==> src/rtl/minmax_window.sv <==
// minmax_window: running min/max, cumulative or over a sliding window of the last DEPTH samples
module minmax_window #(
  parameter int WIDTH  = 32,
  parameter int DEPTH  = 8,
  parameter bit SIGNED = 1'b1
) (
  input  logic                   clk,
  input  logic                   rst,
  input  logic                   clr,
  input  logic                   in_valid,
  input  logic [WIDTH-1:0]       num,
  input  logic                   win_en,
  output logic [WIDTH-1:0]       min,
  output logic [WIDTH-1:0]       max,
  output logic                   out_valid,
  output logic [$clog2(DEPTH):0] count
);
  localparam int AW = $clog2(DEPTH);
  logic [WIDTH-1:0] r_buf [DEPTH];
  logic [AW-1:0]    r_wr_ptr;
  logic [WIDTH-1:0] r_cmin, r_cmax;
  logic             r_first;
  logic             w_acc;
  logic [WIDTH-1:0] w_wmin, w_wmax, w_cmin, w_cmax;
  function automatic logic lt(input logic [WIDTH-1:0] a, input logic [WIDTH-1:0] b);
    return SIGNED ? ($signed(a) < $signed(b)) : (a < b);
  endfunction
  assign w_acc  = in_valid & ~clr;
  assign w_cmin = (r_first || lt(num, r_cmin)) ? num : r_cmin;
  assign w_cmax = (r_first || lt(r_cmax, num)) ? num : r_cmax;
  // Slot wr_ptr holds the oldest sample once full; num replaces it, so only the newest DEPTH-1 slots count
  always_comb begin
    w_wmin = num;
    w_wmax = num;
    for (int k = 1; k < DEPTH; k++) begin
      w_wmin = ((AW+1)'(k) <= count && lt(r_buf[r_wr_ptr - AW'(k)], w_wmin)) ? r_buf[r_wr_ptr - AW'(k)] : w_wmin;
      w_wmax = ((AW+1)'(k) <= count && lt(w_wmax, r_buf[r_wr_ptr - AW'(k)])) ? r_buf[r_wr_ptr - AW'(k)] : w_wmax;
    end
  end
  always_ff @(posedge clk)
    if (w_acc) r_buf[r_wr_ptr] <= num;
  always_ff @(posedge clk or negedge rst) begin
    if (!rst) begin
      min       <= '0;
      max       <= '0;
      out_valid <= 1'b0;
      count     <= '0;
      r_wr_ptr  <= '0;
      r_cmin    <= '0;
      r_cmax    <= '0;
      r_first   <= 1'b1;
    end else if (clr) begin
      min       <= '0;
      max       <= '0;
      out_valid <= 1'b0;
      count     <= '0;
      r_wr_ptr  <= '0;
      r_cmin    <= '0;
      r_cmax    <= '0;
      r_first   <= 1'b1;
    end else begin
      out_valid <= in_valid;
      if (in_valid) begin
        r_wr_ptr <= r_wr_ptr + AW'(1);
        count    <= (count == (AW+1)'(DEPTH)) ? count : count + (AW+1)'(1);
        r_cmin   <= w_cmin;
        r_cmax   <= w_cmax;
        r_first  <= 1'b0;
        min      <= win_en ? w_wmin : w_cmin;
        max      <= win_en ? w_wmax : w_cmax;
      end
    end
  end
endmodule

==> config.mk <==
export PLATFORM = sky130hd
export DESIGN_NAME = minmax_window
export DESIGN_NICKNAME = d
export VERILOG_FILES = /design/src/rtl/minmax_window.sv
export SDC_FILE = /design/constraint.sdc
export NUM_CORES = 2
export LEC_CHECK = 0
export CAP_MARGIN = 20
export CORE_UTILIZATION = 60
export CTS_CLUSTER_SIZE = 20
export DETAILED_ROUTE_END_ITERATION = 16
export GPL_TIMING_DRIVEN = 0
export PLACE_DENSITY = 0.78
export SLEW_MARGIN = 30
export SYNTH_ARGS = -nofsm -noshare
export SYNTH_HDL_FRONTEND = slang
export SYNTH_SLANG_ARGS = --single-unit
export TNS_END_PERCENT = 20
==> constraint.sdc <==
create_clock -name clk -period 35.1 [get_ports clk]
set_input_delay 5.265 -clock clk [delete_from_list [all_inputs] [get_ports clk]]
set_output_delay 5.265 -clock clk [all_outputs]
set_load 0.01 [all_outputs]
### Met1 routing

Bar = 100 um.
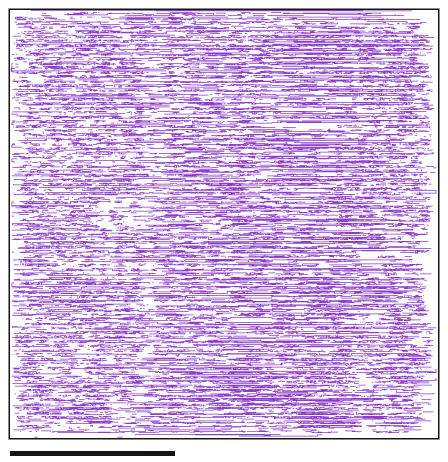
longest straight run = 155 um
share of all routed wire = 35%

### M2 wires

Bar = 100 um.
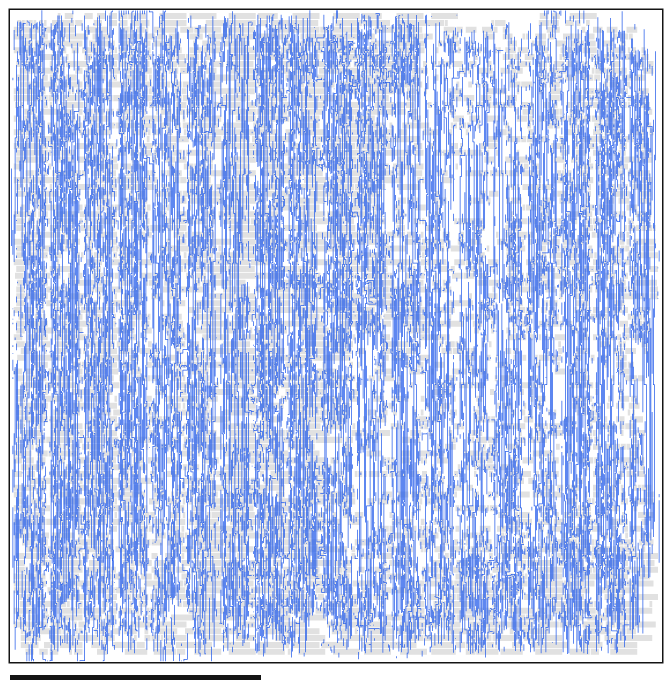
share of all routed wire = 42%
wire length on this layer = 69.7 mm
main direction = vertical
longest straight run = 107 um

### The metal 3 layer

Bar = 100 um.
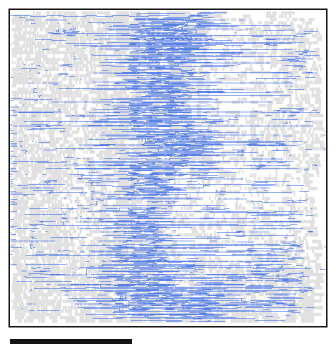
share of all routed wire = 15%
wire length on this layer = 25.2 mm
longest straight run = 203 um
main direction = horizontal
nets with wire on the layer = 807

### Signal wires on met4

Bar = 100 um.
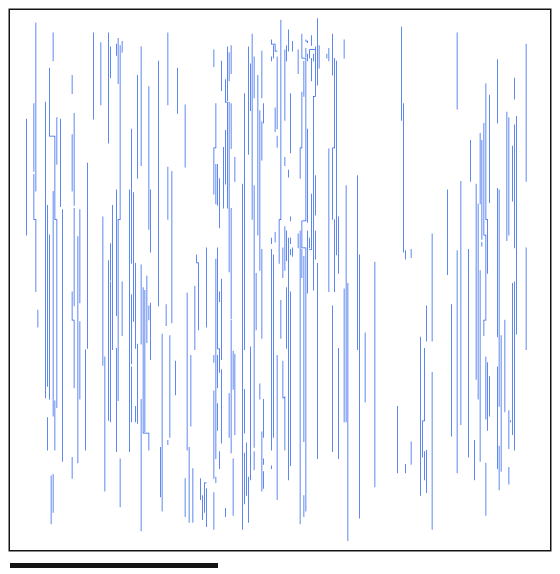
share of all routed wire = 7.3%
main direction = vertical
wire length on this layer = 12000 um
longest straight run = 166 um

==> impl_metrics.ini <==
; synthesis and place-and-route metrics
[worst_setup_path]
endpoint_kind = flip-flop
r2r_setup_slack_ns = 0.65
crit_path_frequent_cell = a21oi_1
cpPeakStageDelay_ns = 0.99
cp-start-kind = input port
cp_slowest_cell = clkdlybuf4s50_1

[synthesis]
top_cells_by_count = ha_1, nand2_1, a21oi_1
syn_avg_cell_area_um2 = 10.0
fp_nets = 4477
edf_count = 256
seq_area_frac_synth = 0.280
synth.most_common_cell = ha_1
ys_sh_adder = 0.148

[timing]
grt_setup_unrepaired = false
holdWs_ns = 0.494

[floorplan]
die_area_um2 = 67300
core-area_um2 = 65600
taps = 864

[finish]
seq_share = 0.253
fin_area_um2 = 43900
num-nonclk-inverters = 276
clkbuf_count = 54
regMostFlops = r_buf
fin_util = 0.669
layout_top_cell = ha_1
flops = 393
combGateArea_um2 = 26900

[outcome]
status = finished, final reports clean

[placement]
port_buffers = 104
place_hpwl_mm = 131
gp_congestion = 1.07

[routing]
wl_met1_mm = 57.5
firstDrtPassIters = 8

[grt]
grt_antenna_before_repair = 4
met1_usage = 0.569

[min_path]
hold_start = max[25]$_DFFE_PN0P_
hold_class = flip-flop to flip-flop

[pwr]
power_density_nw_per_um2 = 55.8
powerSeq_uw = 531
clk-power_uw = 543
